### config.mk
export PLATFORM = sky130hd
export DESIGN_NAME = axi_read_slave_flat
export DESIGN_NICKNAME = d
export VERILOG_FILES = /design/src/rtl/axi_read_slave_pkg.sv /design/src/rtl/axi_read_slave_if.sv /design/src/rtl/axi_read_slave_ar_fifo.sv /design/src/rtl/axi_read_slave.sv /design/src/flat_wrapper.sv
export SDC_FILE = /design/constraint.sdc
export NUM_CORES = 1
export LEC_CHECK = 0
export ABC_AREA = 0
export CAP_MARGIN = 5
export CORE_MARGIN = 1
export CORE_UTILIZATION = 30
export CTS_BUF_LIST = sky130_fd_sc_hd__clkbuf_16
export DETAILED_ROUTE_END_ITERATION = 8
export PLACE_DENSITY = 0.58
export SYNTH_ARGS = -nofsm -noshare
export SYNTH_HDL_FRONTEND = slang
export SYNTH_SLANG_ARGS = --single-unit
### constraint.sdc
create_clock -name clk -period 8.2 [get_ports clk]
set_input_delay 2.05 -clock clk [delete_from_list [all_inputs] [get_ports clk]]
set_output_delay 2.05 -clock clk [all_outputs]
set_load 0.1 [all_outputs]
### src/rtl/axi_read_slave_pkg.sv
// Shared codes for the AXI read slave: burst/resp/size encodings, FSM states,
// and the request-legality helper.
// Optional feature macro: AXI_RS_WRAP_EN (WRAP bursts legal for 2/4/8/16 beats).
package axi_rs_pkg;

    localparam logic [1:0] BURST_FIXED = 2'd0;
    localparam logic [1:0] BURST_INCR  = 2'd1;
    localparam logic [1:0] BURST_WRAP  = 2'd2;

    localparam logic [1:0] RESP_OKAY   = 2'd0;
    localparam logic [1:0] RESP_SLVERR = 2'd2;

    localparam logic [1:0] SIZE_1B     = 2'd0;
    localparam logic [1:0] SIZE_2B     = 2'd1;
    localparam logic [1:0] SIZE_4B     = 2'd2;

    localparam logic [1:0] ST_IDLE     = 2'd0;
    localparam logic [1:0] ST_RD       = 2'd1;
    localparam logic [1:0] ST_CAP      = 2'd2;
    localparam logic [1:0] ST_RESP     = 2'd3;

`ifdef AXI_RS_WRAP_EN
    localparam bit WRAP_EN = 1'b1;
`else
    localparam bit WRAP_EN = 1'b0;
`endif

    // A request is answered with SLVERR beats when its size or burst code
    // is unusable, or a WRAP burst has an unsupported length.
    function automatic logic ar_err(input logic [1:0] size,
                                    input logic [1:0] burst,
                                    input logic [3:0] len);
        logic len_ok;
        len_ok = (len == 4'd1) || (len == 4'd3) || (len == 4'd7) || (len == 4'd15);
        return (size == 2'd3) || (burst == 2'd3) ||
               ((burst == BURST_WRAP) && (!WRAP_EN || !len_ok));
    endfunction

endpackage

### src/rtl/axi_read_slave_if.sv
// AR + R channel bundle between an interconnect master and the read slave.
interface axi_read_slave_if #(
    parameter int ID_WIDTH   = 1,
    parameter int ADDR_WIDTH = 32,
    parameter int BUS_WIDTH  = 32
);
    logic                  arvalid;
    logic                  arready;
    logic [ID_WIDTH-1:0]   arid;
    logic [ADDR_WIDTH-1:0] araddr;
    logic [3:0]            arlen;
    logic [1:0]            arsize;
    logic [1:0]            arburst;
    logic [1:0]            arlock;
    logic [3:0]            arcache;
    logic [2:0]            arprot;
    logic                  rvalid;
    logic                  rready;
    logic [ID_WIDTH-1:0]   rid;
    logic [BUS_WIDTH-1:0]  rdata;
    logic [1:0]            rresp;
    logic                  rlast;

    modport master (
        output arvalid, arid, araddr, arlen, arsize, arburst, arlock, arcache, arprot,
        input  arready,
        input  rvalid, rid, rdata, rresp, rlast,
        output rready
    );

    modport slave (
        input  arvalid, arid, araddr, arlen, arsize, arburst, arlock, arcache, arprot,
        output arready,
        output rvalid, rid, rdata, rresp, rlast,
        input  rready
    );
endinterface

### src/rtl/axi_read_slave_ar_fifo.sv
// In-order buffer for accepted read requests. DEPTH must be a power of 2 so
// the pointers wrap naturally.
module axi_rs_ar_fifo #(
    parameter int W     = 8,
    parameter int DEPTH = 2
) (
    input  logic         clk,
    input  logic         clr,
    input  logic         push,
    input  logic [W-1:0] wdata,
    input  logic         pop,
    output logic [W-1:0] rdata,
    output logic         full,
    output logic         empty
);
    localparam int PW = $clog2(DEPTH);

    logic [W-1:0]  mem [DEPTH];
    logic [PW-1:0] wp, rp;
    logic [PW:0]   cnt;

    assign rdata = mem[rp];
    assign full  = (cnt == (PW+1)'(DEPTH));
    assign empty = (cnt == '0);

    // pointer and occupancy bookkeeping
    always_ff @(posedge clk or posedge clr) begin
        if (clr) begin
            wp  <= '0;
            rp  <= '0;
            cnt <= '0;
        end else begin
            if (push) wp <= wp + PW'(1);
            if (pop)  rp <= rp + PW'(1);
            cnt <= cnt + (PW+1)'(push) - (PW+1)'(pop);
        end
    end

    // entry storage, no reset needed: only read while occupied
    always_ff @(posedge clk) begin
        if (push) mem[wp] <= wdata;
    end
endmodule

### src/rtl/axi_read_slave.sv
// AXI3-style read responder: queues AR requests and returns one beat per
// memory read (RD -> CAP -> RESP), with SLVERR beats for unusable requests.
// Optional feature macro: AXI_RS_WRAP_EN (see axi_rs_pkg).
module axi_read_slave
    import axi_rs_pkg::*;
#(
    parameter int BUS_WIDTH  = 32,
    parameter int ID_WIDTH   = 1,
    parameter int ADDR_WIDTH = 32,
    parameter int MEM_AW     = 7,
    parameter int DEPTH      = 2
) (
    input  logic                 clk,
    input  logic                 clr,
    axi_read_slave_if.slave      bus,
    output logic                 mem_cs,
    output logic [MEM_AW-1:0]    mem_raddr,
    input  logic [BUS_WIDTH-1:0] mem_rdata
);
    typedef struct packed {
        logic [ID_WIDTH-1:0] id;
        logic [MEM_AW-1:0]   addr;
        logic [3:0]          len;
        logic [1:0]          size;
        logic [1:0]          burst;
    } ar_req_t;

    ar_req_t push_req, head;
    logic    fifo_full, fifo_empty, push, pop, head_err;

    logic [1:0]           state;
    logic [ID_WIDTH-1:0]  rid_q;
    logic [BUS_WIDTH-1:0] rdata_q;
    logic [1:0]           rresp_q;
    logic [MEM_AW-1:0]    addr_q, wmask_q;
    logic [3:0]           beats_q;
    logic [1:0]           size_q, burst_q;
    logic                 err_q;

    // lock/cache/prot and the high address bits have no effect here
    logic unused_ar;
    assign unused_ar = ^{bus.araddr[ADDR_WIDTH-1:MEM_AW], bus.arlock, bus.arcache, bus.arprot};

    function automatic logic [MEM_AW-1:0] next_addr(input logic [MEM_AW-1:0] a,
                                                    input logic [1:0]        size,
                                                    input logic [1:0]        burst,
                                                    input logic [MEM_AW-1:0] wmask);
        logic [MEM_AW-1:0] step;
        step = MEM_AW'(1) << size;
        case (burst)
            BURST_FIXED: return a;
            BURST_WRAP:  return (a & ~wmask) | ((a + step) & wmask);
            default:     return a + step;
        endcase
    endfunction

    assign push_req = '{id: bus.arid, addr: bus.araddr[MEM_AW-1:0], len: bus.arlen,
                        size: bus.arsize, burst: bus.arburst};
    // no bypass: a full FIFO refuses even when a pop happens the same cycle
    assign push     = bus.arvalid && !fifo_full;
    assign pop      = (state == ST_IDLE) && !fifo_empty;
    assign head_err = ar_err(head.size, head.burst, head.len);

    axi_rs_ar_fifo #(.W($bits(ar_req_t)), .DEPTH(DEPTH)) u_ar_fifo (
        .clk   (clk),
        .clr   (clr),
        .push  (push),
        .wdata (push_req),
        .pop   (pop),
        .rdata (head),
        .full  (fifo_full),
        .empty (fifo_empty)
    );

    assign bus.arready = !fifo_full;
    assign bus.rvalid  = (state == ST_RESP);
    assign bus.rid     = rid_q;
    assign bus.rdata   = rdata_q;
    assign bus.rresp   = rresp_q;
    assign bus.rlast   = (state == ST_RESP) && (beats_q == 4'd0);
    assign mem_cs      = (state == ST_RD);
    assign mem_raddr   = mem_cs ? addr_q : '0;

    // burst sequencer: load a request, then read/capture/respond per beat
    always_ff @(posedge clk or posedge clr) begin
        if (clr) begin
            state   <= ST_IDLE;
            rid_q   <= '0;
            rdata_q <= '0;
            rresp_q <= RESP_OKAY;
            addr_q  <= '0;
            wmask_q <= '0;
            beats_q <= '0;
            size_q  <= '0;
            burst_q <= '0;
            err_q   <= 1'b0;
        end else begin
            case (state)
                ST_IDLE: begin
                    if (!fifo_empty) begin
                        rid_q   <= head.id;
                        addr_q  <= head.addr;
                        beats_q <= head.len;
                        size_q  <= head.size;
                        burst_q <= head.burst;
                        err_q   <= head_err;
                        wmask_q <= ((MEM_AW'(head.len) + MEM_AW'(1)) << head.size) - MEM_AW'(1);
                        if (head_err) begin
                            rdata_q <= '0;
                            rresp_q <= RESP_SLVERR;
                            state   <= ST_RESP;
                        end else begin
                            state   <= ST_RD;
                        end
                    end
                end
                ST_RD: state <= ST_CAP;
                ST_CAP: begin
                    rdata_q <= mem_rdata;
                    rresp_q <= RESP_OKAY;
                    state   <= ST_RESP;
                end
                default: begin
                    if (bus.rready) begin
                        if (beats_q == 4'd0) begin
                            state <= ST_IDLE;
                        end else begin
                            addr_q  <= next_addr(addr_q, size_q, burst_q, wmask_q);
                            beats_q <= beats_q - 4'd1;
                            state   <= err_q ? ST_RESP : ST_RD;
                        end
                    end
                end
            endcase
        end
    end
endmodule

### src/flat_wrapper.sv
// flat-port wrapper written by rule: the top's interface ports become plain ports
module axi_read_slave_flat import axi_rs_pkg::*;
#(
    parameter int BUS_WIDTH  = 32,
    parameter int ID_WIDTH   = 1,
    parameter int ADDR_WIDTH = 32,
    parameter int MEM_AW     = 7,
    parameter int DEPTH      = 2
)
  (clk, clr, mem_cs, mem_raddr, mem_rdata, bus_arvalid, bus_arid, bus_araddr, bus_arlen, bus_arsize, bus_arburst, bus_arlock, bus_arcache, bus_arprot, bus_arready, bus_rvalid, bus_rid, bus_rdata, bus_rresp, bus_rlast, bus_rready);
  axi_read_slave_if #(.ID_WIDTH(ID_WIDTH), .ADDR_WIDTH(ADDR_WIDTH), .BUS_WIDTH(BUS_WIDTH)) bus_i ();
  input  logic clk;
  input  logic clr;
  output logic mem_cs;
  output logic [MEM_AW-1:0] mem_raddr;
  input  logic [BUS_WIDTH-1:0] mem_rdata;
  input wire logic [$bits(bus_i.arvalid)-1:0] bus_arvalid;
  input wire logic [$bits(bus_i.arid)-1:0] bus_arid;
  input wire logic [$bits(bus_i.araddr)-1:0] bus_araddr;
  input wire logic [$bits(bus_i.arlen)-1:0] bus_arlen;
  input wire logic [$bits(bus_i.arsize)-1:0] bus_arsize;
  input wire logic [$bits(bus_i.arburst)-1:0] bus_arburst;
  input wire logic [$bits(bus_i.arlock)-1:0] bus_arlock;
  input wire logic [$bits(bus_i.arcache)-1:0] bus_arcache;
  input wire logic [$bits(bus_i.arprot)-1:0] bus_arprot;
  output wire logic [$bits(bus_i.arready)-1:0] bus_arready;
  output wire logic [$bits(bus_i.rvalid)-1:0] bus_rvalid;
  output wire logic [$bits(bus_i.rid)-1:0] bus_rid;
  output wire logic [$bits(bus_i.rdata)-1:0] bus_rdata;
  output wire logic [$bits(bus_i.rresp)-1:0] bus_rresp;
  output wire logic [$bits(bus_i.rlast)-1:0] bus_rlast;
  input wire logic [$bits(bus_i.rready)-1:0] bus_rready;
  assign bus_i.arvalid = bus_arvalid;
  assign bus_i.arid = bus_arid;
  assign bus_i.araddr = bus_araddr;
  assign bus_i.arlen = bus_arlen;
  assign bus_i.arsize = bus_arsize;
  assign bus_i.arburst = bus_arburst;
  assign bus_i.arlock = bus_arlock;
  assign bus_i.arcache = bus_arcache;
  assign bus_i.arprot = bus_arprot;
  assign bus_arready = bus_i.arready;
  assign bus_rvalid = bus_i.rvalid;
  assign bus_rid = bus_i.rid;
  assign bus_rdata = bus_i.rdata;
  assign bus_rresp = bus_i.rresp;
  assign bus_rlast = bus_i.rlast;
  assign bus_i.rready = bus_rready;
  axi_read_slave #(.BUS_WIDTH(BUS_WIDTH), .ID_WIDTH(ID_WIDTH), .ADDR_WIDTH(ADDR_WIDTH), .MEM_AW(MEM_AW), .DEPTH(DEPTH)) u_core (.clk(clk), .clr(clr), .bus(bus_i), .mem_cs(mem_cs), .mem_raddr(mem_raddr), .mem_rdata(mem_rdata));
endmodule
==> impl_metrics.toml <==
# yosys + openroad results
[timing]
hold_viol_final = 0
tightest_slew_ps = 1010
min_period_ps = 4770
maxSlewHeadroom = 0.323

[yosys]
synthTopLogicFamily = "simple AND/OR/NAND/NOR gates"
mux_area_frac = 0.0508
synth-xor-area-share = 0.0220
synth_nets = 566
topCellsByArea = "dfrtp_1, edfxtp_1, nand2_1, nand3_1, ha_1"
ys_sh_aoi = 0.122
ys_cells = 466

[finish]
sh_comb_area = 0.326
clock_area_frac = 0.0446
mostFrequentLayoutCell = "clkdlybuf4s50_1"

[detailed_routing]
dr_wl_met3_um = 372
highest_layer = "met4"
ant_nets = 0

[clock_tree]
clk_latency_ps = 350
clk_pin_slew_worst_paths_ps = 70
cts_resized = 0

[worst_setup_path]
crit_type = "reg2out"
cp-endpoint = "bus_rlast"
cp_max_fo = 4
reg2reg_from = "u_core.u_ar_fifo.rp"

[global_route]
grt_pass1_wl_um = 18000
gr-usage-met2 = 0.218
use_met1 = 0.198

[worst_hold_path]
hold_path_depth = 2

[placed_design]
pre_cts_slack_ps = 3790
place_inst = 756

[run_status]
outcome = "finished, final reports clean"

[die]
fp-utilization = 0.310
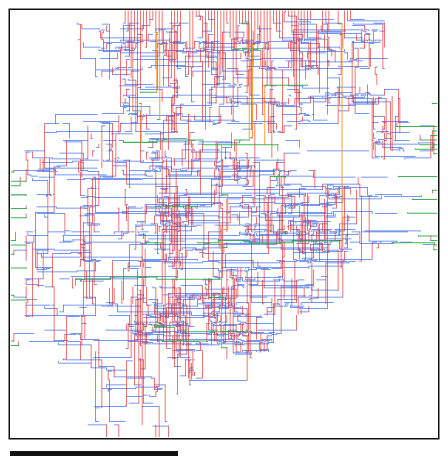
wires.png
The bar under the picture is 50 um long.
- metal 4: orange (wire length 259 um)
- metal 3: green (wire length 373 um)
- metal 1: blue (wire length 5570 um)
- metal 2: red (wire length 5160 um)

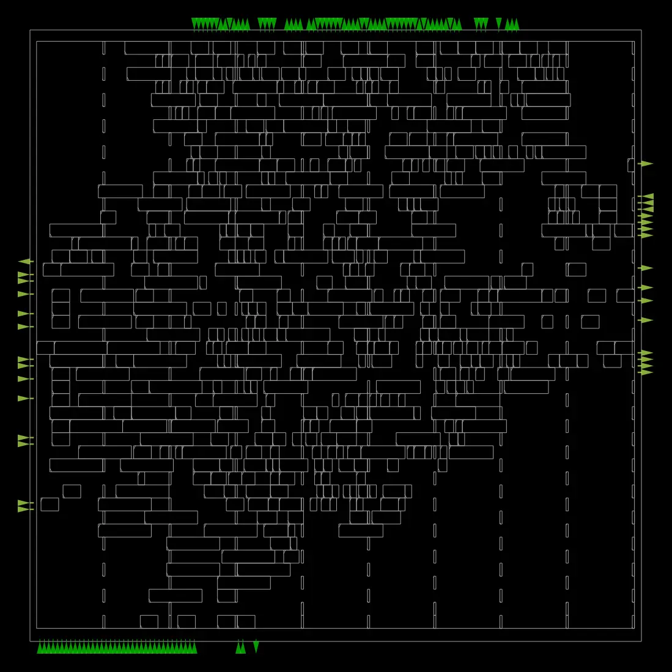
placement.png
Util after Layout: 0.404
sequential share of cell area: 0.411
Flop Count: 95
filler-free cell count of the finished design: 772

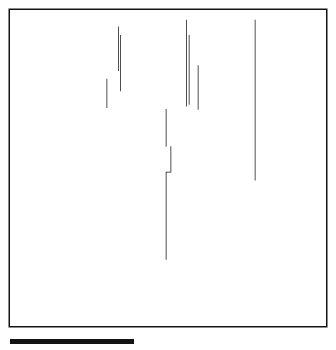
layer_met4.png
The bar under the picture is 50 um long.
- longest straight run: 64.6 um
- nets with wire on the layer: 6
- wire length on this layer: 259 um
- main direction: vertical

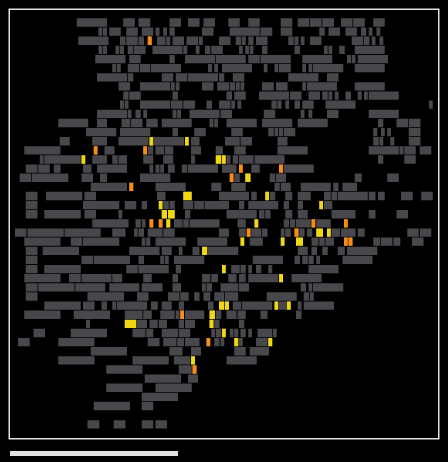
logic_types.png
The bar under the picture is 50 um long.
- nor cells: yellow (cells 33)
- inv cells: orange (cells 18)

